<file path="src/rtl/cpa_rr_arbiter.sv">
// Round-robin arbitrated access to one shared carry-propagate adder.
// One requester is accepted per cycle; its registered sum is returned with its
// ID over a valid/ready channel. A saturating counter tracks accepted requests.

// Plain carry-propagate adder; any carry out of the top bit is dropped.
module CPA_module #(
  parameter int BITS = 40
) (
  input  logic [BITS-1:0] a,
  input  logic [BITS-1:0] b,
  input  logic            cin,
  output logic [BITS-1:0] sum
);
  assign sum = a + b + {{(BITS-1){1'b0}}, cin};
endmodule

module cpa_rr_arbiter #(
  parameter int BITS  = 40,
  parameter int NREQ  = 4,
  parameter int ID_W  = 2,
  parameter int CNT_W = 16
) (
  input  logic                 clk,
  input  logic                 rst_n,
  input  logic [NREQ-1:0]      req_valid,
  input  logic [NREQ*BITS-1:0] req_a,
  input  logic [NREQ*BITS-1:0] req_b,
  output logic [NREQ-1:0]      req_ready,
  output logic                 res_valid,
  output logic [BITS-1:0]      res_data,
  output logic [ID_W-1:0]      res_id,
  input  logic                 res_ready,
  output logic [CNT_W-1:0]     txn_cnt
);
  localparam int PTR_W = $clog2(NREQ);
  // One spare bit so rr_ptr + offset can exceed NREQ before wrapping.
  localparam int CW    = PTR_W + 1;

  if (NREQ < 2 || NREQ > 16) begin : g_nreq_chk
    $error("cpa_rr_arbiter: NREQ must be in 2..16");
  end
  if ((1 << ID_W) < NREQ) begin : g_idw_chk
    $error("cpa_rr_arbiter: ID_W too narrow for NREQ");
  end

  logic [PTR_W-1:0] rr_ptr_r;
  logic [PTR_W-1:0] grant_idx_s;
  logic [PTR_W-1:0] next_ptr_s;
  logic [CW-1:0]    cand_s;
  logic             grant_found_s;
  logic             accept_en_s;
  logic             accept_s;
  logic [NREQ-1:0]  req_ready_s;
  logic [BITS-1:0]  op_a_s;
  logic [BITS-1:0]  op_b_s;
  logic [BITS-1:0]  sum_s;
  logic             res_valid_r;
  logic [BITS-1:0]  res_data_r;
  logic [ID_W-1:0]  res_id_r;
  logic [CNT_W-1:0] txn_cnt_r;

  // Find the first valid requester at or after rr_ptr, wrapping modulo NREQ.
  always_comb begin
    grant_found_s = 1'b0;
    grant_idx_s   = '0;
    cand_s        = '0;
    for (int k = 0; k < NREQ; k++) begin
      cand_s = {1'b0, rr_ptr_r} + CW'(k);
      if (cand_s >= CW'(NREQ)) begin
        cand_s = cand_s - CW'(NREQ);
      end else begin
        cand_s = cand_s;
      end
      if (!grant_found_s && req_valid[cand_s[PTR_W-1:0]]) begin
        grant_found_s = 1'b1;
        grant_idx_s   = cand_s[PTR_W-1:0];
      end else begin
        grant_found_s = grant_found_s;
      end
    end
  end

  // A slot is free when the result register is empty or is being drained;
  // nothing is accepted while reset is asserted.
  assign accept_en_s = !res_valid_r || res_ready;
  assign accept_s    = rst_n && accept_en_s && grant_found_s;

  // One-hot acceptance strobe for the granted requester.
  always_comb begin
    if (accept_s) begin
      req_ready_s = {{(NREQ-1){1'b0}}, 1'b1} << grant_idx_s;
    end else begin
      req_ready_s = '0;
    end
  end

  // Operand mux and pointer successor for the granted requester.
  always_comb begin
    op_a_s = req_a[int'(grant_idx_s)*BITS +: BITS];
    op_b_s = req_b[int'(grant_idx_s)*BITS +: BITS];
    if (grant_idx_s == PTR_W'(NREQ-1)) begin
      next_ptr_s = '0;
    end else begin
      next_ptr_s = grant_idx_s + PTR_W'(1);
    end
  end

  CPA_module #(.BITS(BITS)) u_cpa (
    .a   (op_a_s),
    .b   (op_b_s),
    .cin (1'b0),
    .sum (sum_s)
  );

  // Result register and round-robin pointer: load on accept, clear on drain.
  always_ff @(posedge clk or negedge rst_n) begin
    if (!rst_n) begin
      res_valid_r <= 1'b0;
      res_data_r  <= '0;
      res_id_r    <= '0;
      rr_ptr_r    <= '0;
    end else if (accept_s) begin
      res_valid_r <= 1'b1;
      res_data_r  <= sum_s;
      res_id_r    <= ID_W'(grant_idx_s);
      rr_ptr_r    <= next_ptr_s;
    end else if (res_ready) begin
      res_valid_r <= 1'b0;
    end else begin
      res_valid_r <= res_valid_r;
    end
  end

  // Saturating count of accepted requests.
  always_ff @(posedge clk or negedge rst_n) begin
    if (!rst_n) begin
      txn_cnt_r <= '0;
    end else if (accept_s && (txn_cnt_r != {CNT_W{1'b1}})) begin
      txn_cnt_r <= txn_cnt_r + CNT_W'(1);
    end else begin
      txn_cnt_r <= txn_cnt_r;
    end
  end

  assign req_ready = req_ready_s;
  assign res_valid = res_valid_r;
  assign res_data  = res_data_r;
  assign res_id    = res_id_r;
  assign txn_cnt   = txn_cnt_r;
endmodule

</file>
<file path="config.mk">
export PLATFORM = sky130hd
export DESIGN_NAME = cpa_rr_arbiter
export DESIGN_NICKNAME = d
export VERILOG_FILES = /design/src/rtl/cpa_rr_arbiter.sv
export SDC_FILE = /design/constraint.sdc
export NUM_CORES = 1
export LEC_CHECK = 0
export CAP_MARGIN = 20
export CORE_AREA = 2 2 153 155
export DETAILED_ROUTE_END_ITERATION = 10
export DIE_AREA = 0 0 155 157
export MAX_ROUTING_LAYER = met4
export PLACE_DENSITY = 0.66
export SLEW_MARGIN = 5
export SYNTH_ARGS = -nofsm -noshare
export SYNTH_HDL_FRONTEND = slang
export SYNTH_SLANG_ARGS = --single-unit
</file>
<file path="constraint.sdc">
create_clock -name clk -period 9.45 [get_ports clk]
set_input_delay 0.945 -clock clk [delete_from_list [all_inputs] [get_ports clk]]
set_output_delay 0.945 -clock clk [all_outputs]
set_load 0.02 [all_outputs]
</file>
Figure 1. Placed cells, one color a class (run 1).
The bar under the picture is 50 microns long.
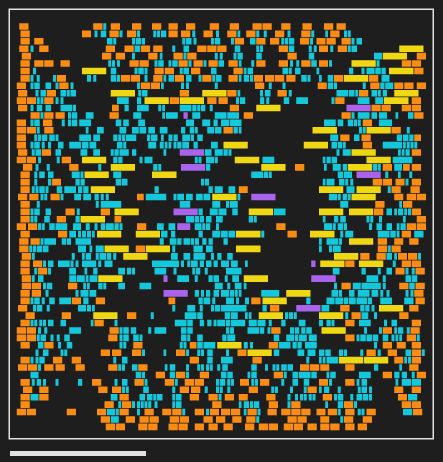
legend:
  clock drivers and dummy loads:
    color: purple
    cells: 13
  combinational and other logic:
    color: cyan
    cells: 935
  other buffers and delay cells:
    color: orange
    cells: 395
  flops:
    color: yellow
    cells: 61
post-route standard cell area excluding fillers: 0.0114 sq mm
flop share of the area: 13.4%
Util after Layout: 50.7%

Figure 2. Track usage over the die (run 1).
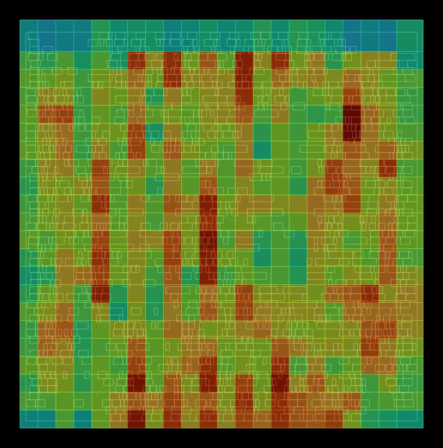
GR Util met1: 26.3%
DR WL/cell: 16.9 microns
total global-route track usage: 22.9%
busiest grt layer: met2
global routing usage on met3: 4.98%

Figure 3. Metal layers overlaid (run 1).
The bar under the picture is 50 microns long. Two of the layers only.
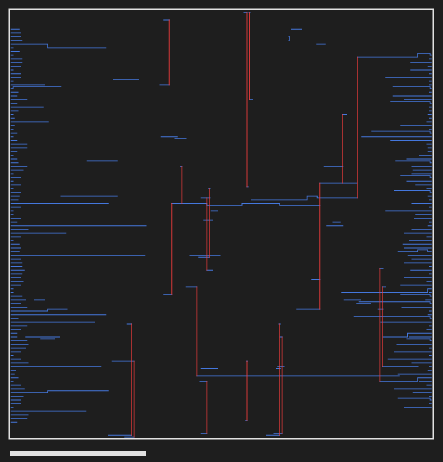
legend:
  metal 3:
    color: blue
    wire_length: 1880 microns
  metal 4:
    color: red
    wire_length: 630 microns
Routed Wire Length: 28500 microns
number of vias after detailed routing: 8697

Figure 4. Logic cells by family (run 1).
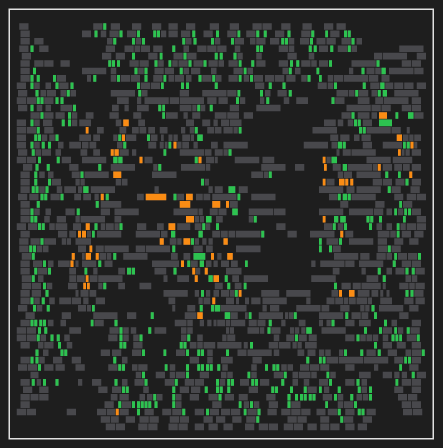
legend:
  NOR gates:
    color: orange
    cells: 58
  NAND gates:
    color: green
    cells: 418
    where: spread over the die
dominant logic cell type in the layout: sky130_fd_sc_hd__nand2_1
fraction of area in multi-input gates: 46.1%

## run 1: through the flow
| stage | utilization (%) | cell area (sq um) | hold slack [ps] |
|---|---|---|---|
| after global placement | 49.6 | 11200 | 461 |
| after detailed placement | 49.6 | 11200 | 462 |
| final | 50.7 | 11400 | 470 |
| after CTS | 50.7 | 11400 | 475 |
| after global routing | 50.7 | 11400 | 497 |
| after floorplan | - | 7130 | 524 |
## run 1: sequential cells by signal, indices dropped and copies added (netlist names)
signal / count
rr_ptr_r: 2
res_id: 2
res_valid: 1
res_data: 40
txn_cnt: 16
## run 1: cell type report
| type | instances | area [sq um] | share of cell area, % |
|---|---|---|---|
| Multi-Input combinational cell | 914 | 5270 | 46.1 |
| Timing Repair Buffer | 395 | 3940 | 34.5 |
| Sequential cell | 61 | 1530 | 13.4 |
| Tap cell | 285 | 357 | 3.12 |
| Clock buffer | 10 | 239 | 2.09 |
| Inverter | 21 | 81.3 | 0.712 |
| Clock inverter | 3 | 15.0 | 0.131 |
## run 1: layer usage
metal  vias to the layer above  GRT usage (%)
li1                       4365              -
met1                      4005           26.3
met2                       287           40.2
met3                        40           4.98
met4                         0           6.70
met5                         -              -
## run 1: worst paths after layout
check,startpoint,endpoint,slack [ps],cells past startpoint
setup / recovery,req_valid[0],res_data[31],3140,20
min in group asynchronous,rst_n,rr_ptr_r[1],730,1
hold reg to reg,res_data[4],res_data[4],470,1
hold / removal,res_data[4],res_data[4],470,1
max in group asynchronous,rst_n,res_data[30],8160,1
setup reg to reg,rr_ptr_r[0],res_data[31],3930,19
## run 1: worst reg2reg max path: cells and delay by family, from the launching register on
family	cells	cell delay, ps
flops	1	390
fa+ha+maj	1	400
compound gates	9	2120
simple gates	6	800
mux	1	200
buf+inv	2	1500
==> reports/summary.json, run 1 <==
{
  "sta": {
    "skew_ps": 4.19,
    "grt_setup_unrepaired": "no",
    "fmax_ghz": 0.159,
    "final.setup.worst_slack_ps": 3140,
    "min_period_ps": 6310,
    "max-slew-margin-rel_pct": 39.6,
    "final_max_slew_viol_count": 0
  },
  "route": {
    "drtIter0Drc": 417,
    "route.detailed.vias_per_inst": 5.15,
    "post-route-drc-count": 0
  },
  "die": {
    "floorplan.die.width_microns": 155,
    "dieHeight_microns": 157,
    "core.rowCount": 55
  },
  "setup_path": {
    "critical_path.cell_chain": "clkdlybuf4s50_1 > nor2b_1 > a21oi_1 > nor2_1 > a211oi_4 > buf_4 > buf_4 > nand2_1 > and3_1 > a31oi_1 > ha_1 > a21oi_1 > a21boi_1 > o21ai_0 > nor2_1 > a211o_1 > a2111o_1 > a21oi_1 > mux2i_1 > nand3_1",
    "worst-endpoint-arrival_ps": 6520,
    "critical_path_peak_fanout": 86,
    "worst_path_largest_cell_delay_ps": 770
  },
  "layout": {
    "layout_nets": 1774,
    "area.growth.synth_to_final_pct": 60.2,
    "share_of_final_layout_standard_cells_stronger_than_drive_strength_1_pct": 3.70,
    "final_cell_count_no_fill": 1689,
    "diodes": 0
  },
  "worst_hold_path": {
    "worst_min_delay_path_category": "reg2reg"
  },
  "clock_network": {
    "worst_skew_pair_latency_ps": 340,
    "clk_root_buffer_cell": "sky130_fd_sc_hd__clkbuf_16",
    "clock_sink_count": 61,
    "tritoncts": "yes",
    "cts.repair.resized": 0,
    "post_cts_hold_buffer_count": 0
  },
  "logic_synthesis": {
    "yosysTopAreaCellShare_pct": 21.4,
    "async_flop_share_pct": 100,
    "xor_share_pct": 5.53,
    "synth_sequential_area_ratio_pct": 21.4,
    "synth.cellmix.simpleShare_pct": 35.2,
    "netlist-cell-type-count": 70,
    "synth-seq-cells": 61,
    "count_of_library_flops_with_an_enable_pin": 0
  },
  "power": {
    "pwr.group.sequential_uw": 442,
    "pwr_density_cell_mw_per_mm2": 306,
    "fin_total_pwr_mw": 3.49,
    "peakVddDrop_uv": 122
  },
  "placement": {
    "dp.final_hpwl_microns": 22200
  },
  "flow_run": {
    "maxCapViolCount": 0
  },
  "status": {
    "run_status": "completed"
  },
  "grt": {
    "antenna_found_initial": 0,
    "grt_start_max_net_pins": 91
  }
}
## Run 2: what changed since run 1
Settings changed: PLACE_DENSITY 0.66 to 0.69.
Clock period 9.45 ns to 5.3 ns, I/O delays scaled along.
Figure 5. Metal layers overlaid (run 2).
The bar under the picture is 50 microns long. Two of the layers only.
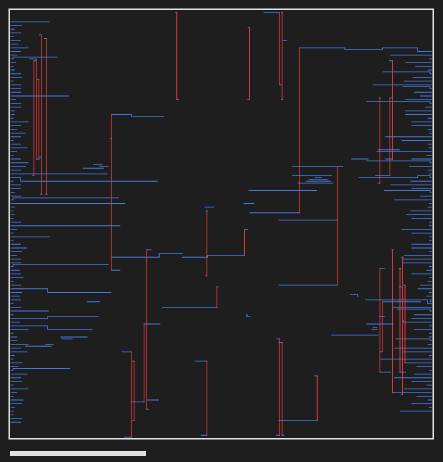
legend:
  metal 3:
    color: blue
    wire_length: 1940 microns
  metal 4:
    color: red
    wire_length: 1120 microns
Routed Wire Length: 28700 microns
DR WL/cell: 16.9 microns
total global-route track usage: 23.3%

Figure 6. Placed cells, one color a class (run 2).
The bar under the picture is 50 microns long.
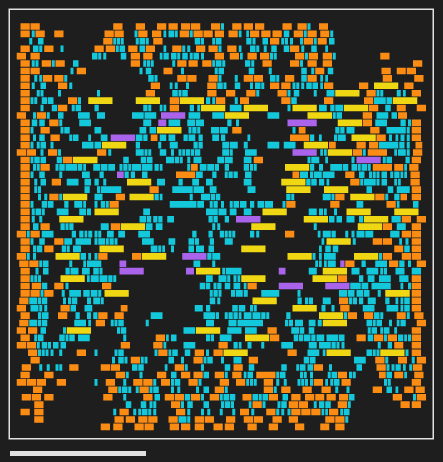
Util after Layout: 51.5%
flop share of the area: 13.2%
standard cell core area: 0.0225 sq mm
count of standard-cell rows: 55
post-route standard cell area excluding fillers: 0.0116 sq mm

==> run 2 against run 1 <==
  * Largest power group unchanged
  * Total power is 83% higher
  * Register-to-register slack worse by 3100 ps
  * Global-route usage grew 0.40 points
  * Critical path depth increased by 1
  * Highest routed layer unchanged
  * Area after synthesis unchanged
  * Count of clock-buffer cells in the layout shrank 1
==> reports/summary.json, run 2 <==
{
  "clock_network": {
    "clock_sink_count": {"value": 61, "change": "unchanged"},
    "tritoncts": "yes",
    "clk_root_buffer_cell": "sky130_fd_sc_hd__clkbuf_16"
  },
  "placement": {
    "dp.final_hpwl": {"value": 22600, "unit": "microns", "change": "+1.6%"}
  },
  "setup_path": {
    "worst_path_largest_cell_delay": {"value": 460, "unit": "ps", "change": "-310 ps"}
  },
  "route": {
    "post-route-drc-count": {"value": 0, "change": "unchanged"},
    "drtIter0Drc": {"value": 392, "change": "-6.0%"},
    "via_count": {"value": 8853, "change": "+1.8%"}
  },
  "layout": {
    "area.growth.synth_to_final_pct": 62.4,
    "layout.cells.most_common": "sky130_fd_sc_hd__nand2_1",
    "share_of_final_layout_standard_cells_stronger_than_drive_strength_1": {"value": 4.31, "unit": "%", "change": "+0.61 points"},
    "largest_register_ff_count": {"value": 40, "change": "unchanged"}
  },
  "logic_synthesis": {
    "yosysTopAreaCellShare": {"value": 21.4, "unit": "%", "change": "unchanged"},
    "synth_sequential_area_ratio": {"value": 21.4, "unit": "%", "change": "unchanged"},
    "netlist-cell-type-count": {"value": 70, "change": "unchanged"},
    "async_flop_share": {"value": 100, "unit": "%", "change": "unchanged"},
    "count_of_library_flops_with_an_enable_pin": {"value": 0, "change": "unchanged"}
  },
  "flow_run": {
    "maxCapViolCount": {"value": 0, "change": "unchanged"}
  },
  "die": {
    "dieHeight": {"value": 157, "unit": "microns", "change": "unchanged"}
  },
  "sta": {
    "final_max_slew_viol_count": {"value": 0, "change": "unchanged"},
    "max-slew-margin-rel": {"value": 39.6, "unit": "%", "change": "about the same"},
    "fmax_ghz": 0.208
  },
  "status": {
    "run_status": "completed"
  }
}
[run 2: worst paths after layout]
kind                         startpoint      endpoint  depth (start not counted)
min                               rst_n   txn_cnt[11]                          1
max in group asynchronous         rst_n    txn_cnt[1]                          1
max reg2reg                 rr_ptr_r[0]  res_data[37]                         19
min in group clk           res_data[18]  res_data[18]                          2
max                        req_valid[0]  res_data[38]                         21
min reg2reg                res_data[18]  res_data[18]                          2
[run 2: power by group]
| part | internal, mW | switching (mW) |
|---|---|---|
| combinational | 2.12 | 2.86 |
| sequential | 0.658 | 0.125 |
| clock | 0.366 | 0.249 |
[run 2: kinds of logic after synthesis]
family                     after synthesis  synth area share (%)
and+or+nand+nor                        568                  35.2
muxes                                    7                 0.983
adders and majority gates               45                  8.00
xor gates and xnor gates                45                  5.53
DFF                                     61                  21.4
buffers and inverters                   90                  5.19
AOI/OAI and AO/OA                      249                  23.7
[run 2: final cells by class]
cell class	count	area share, %
Clock buffer	9	1.95
Clock inverter	7	0.648
Inverter	21	0.702
Multi-Input combinational cell	914	45.5
Sequential cell	61	13.2
Tap cell	285	3.08
Timing Repair Buffer	402	35.0
[run 2: metrics by stage]
step | instances | hold WS [ps] | setup WS [ps] | total power [mW]
global placement | 1683 | 461 | 263 | 5.72
detailed placement | 1683 | 467 | 135 | 5.77
global route | 1699 | 368 | 211 | 6.97
floorplan | 1065 | 234 | 1210 | 4.23
CTS | 1699 | 338 | 474 | 6.43
finish | 1699 | 296 | 501 | 6.38
[run 2: per-layer routing]
metal	track usage [%]	vias up	routed length [microns]
li1	-	4381	-
met2	40.0	325	14100
met3	5.45	69	1940
met5	-	-	0
met4	10.3	0	1120
met1	25.9	4078	11600
Power figures rest on the tool's default switching activity, not on a simulated workload.
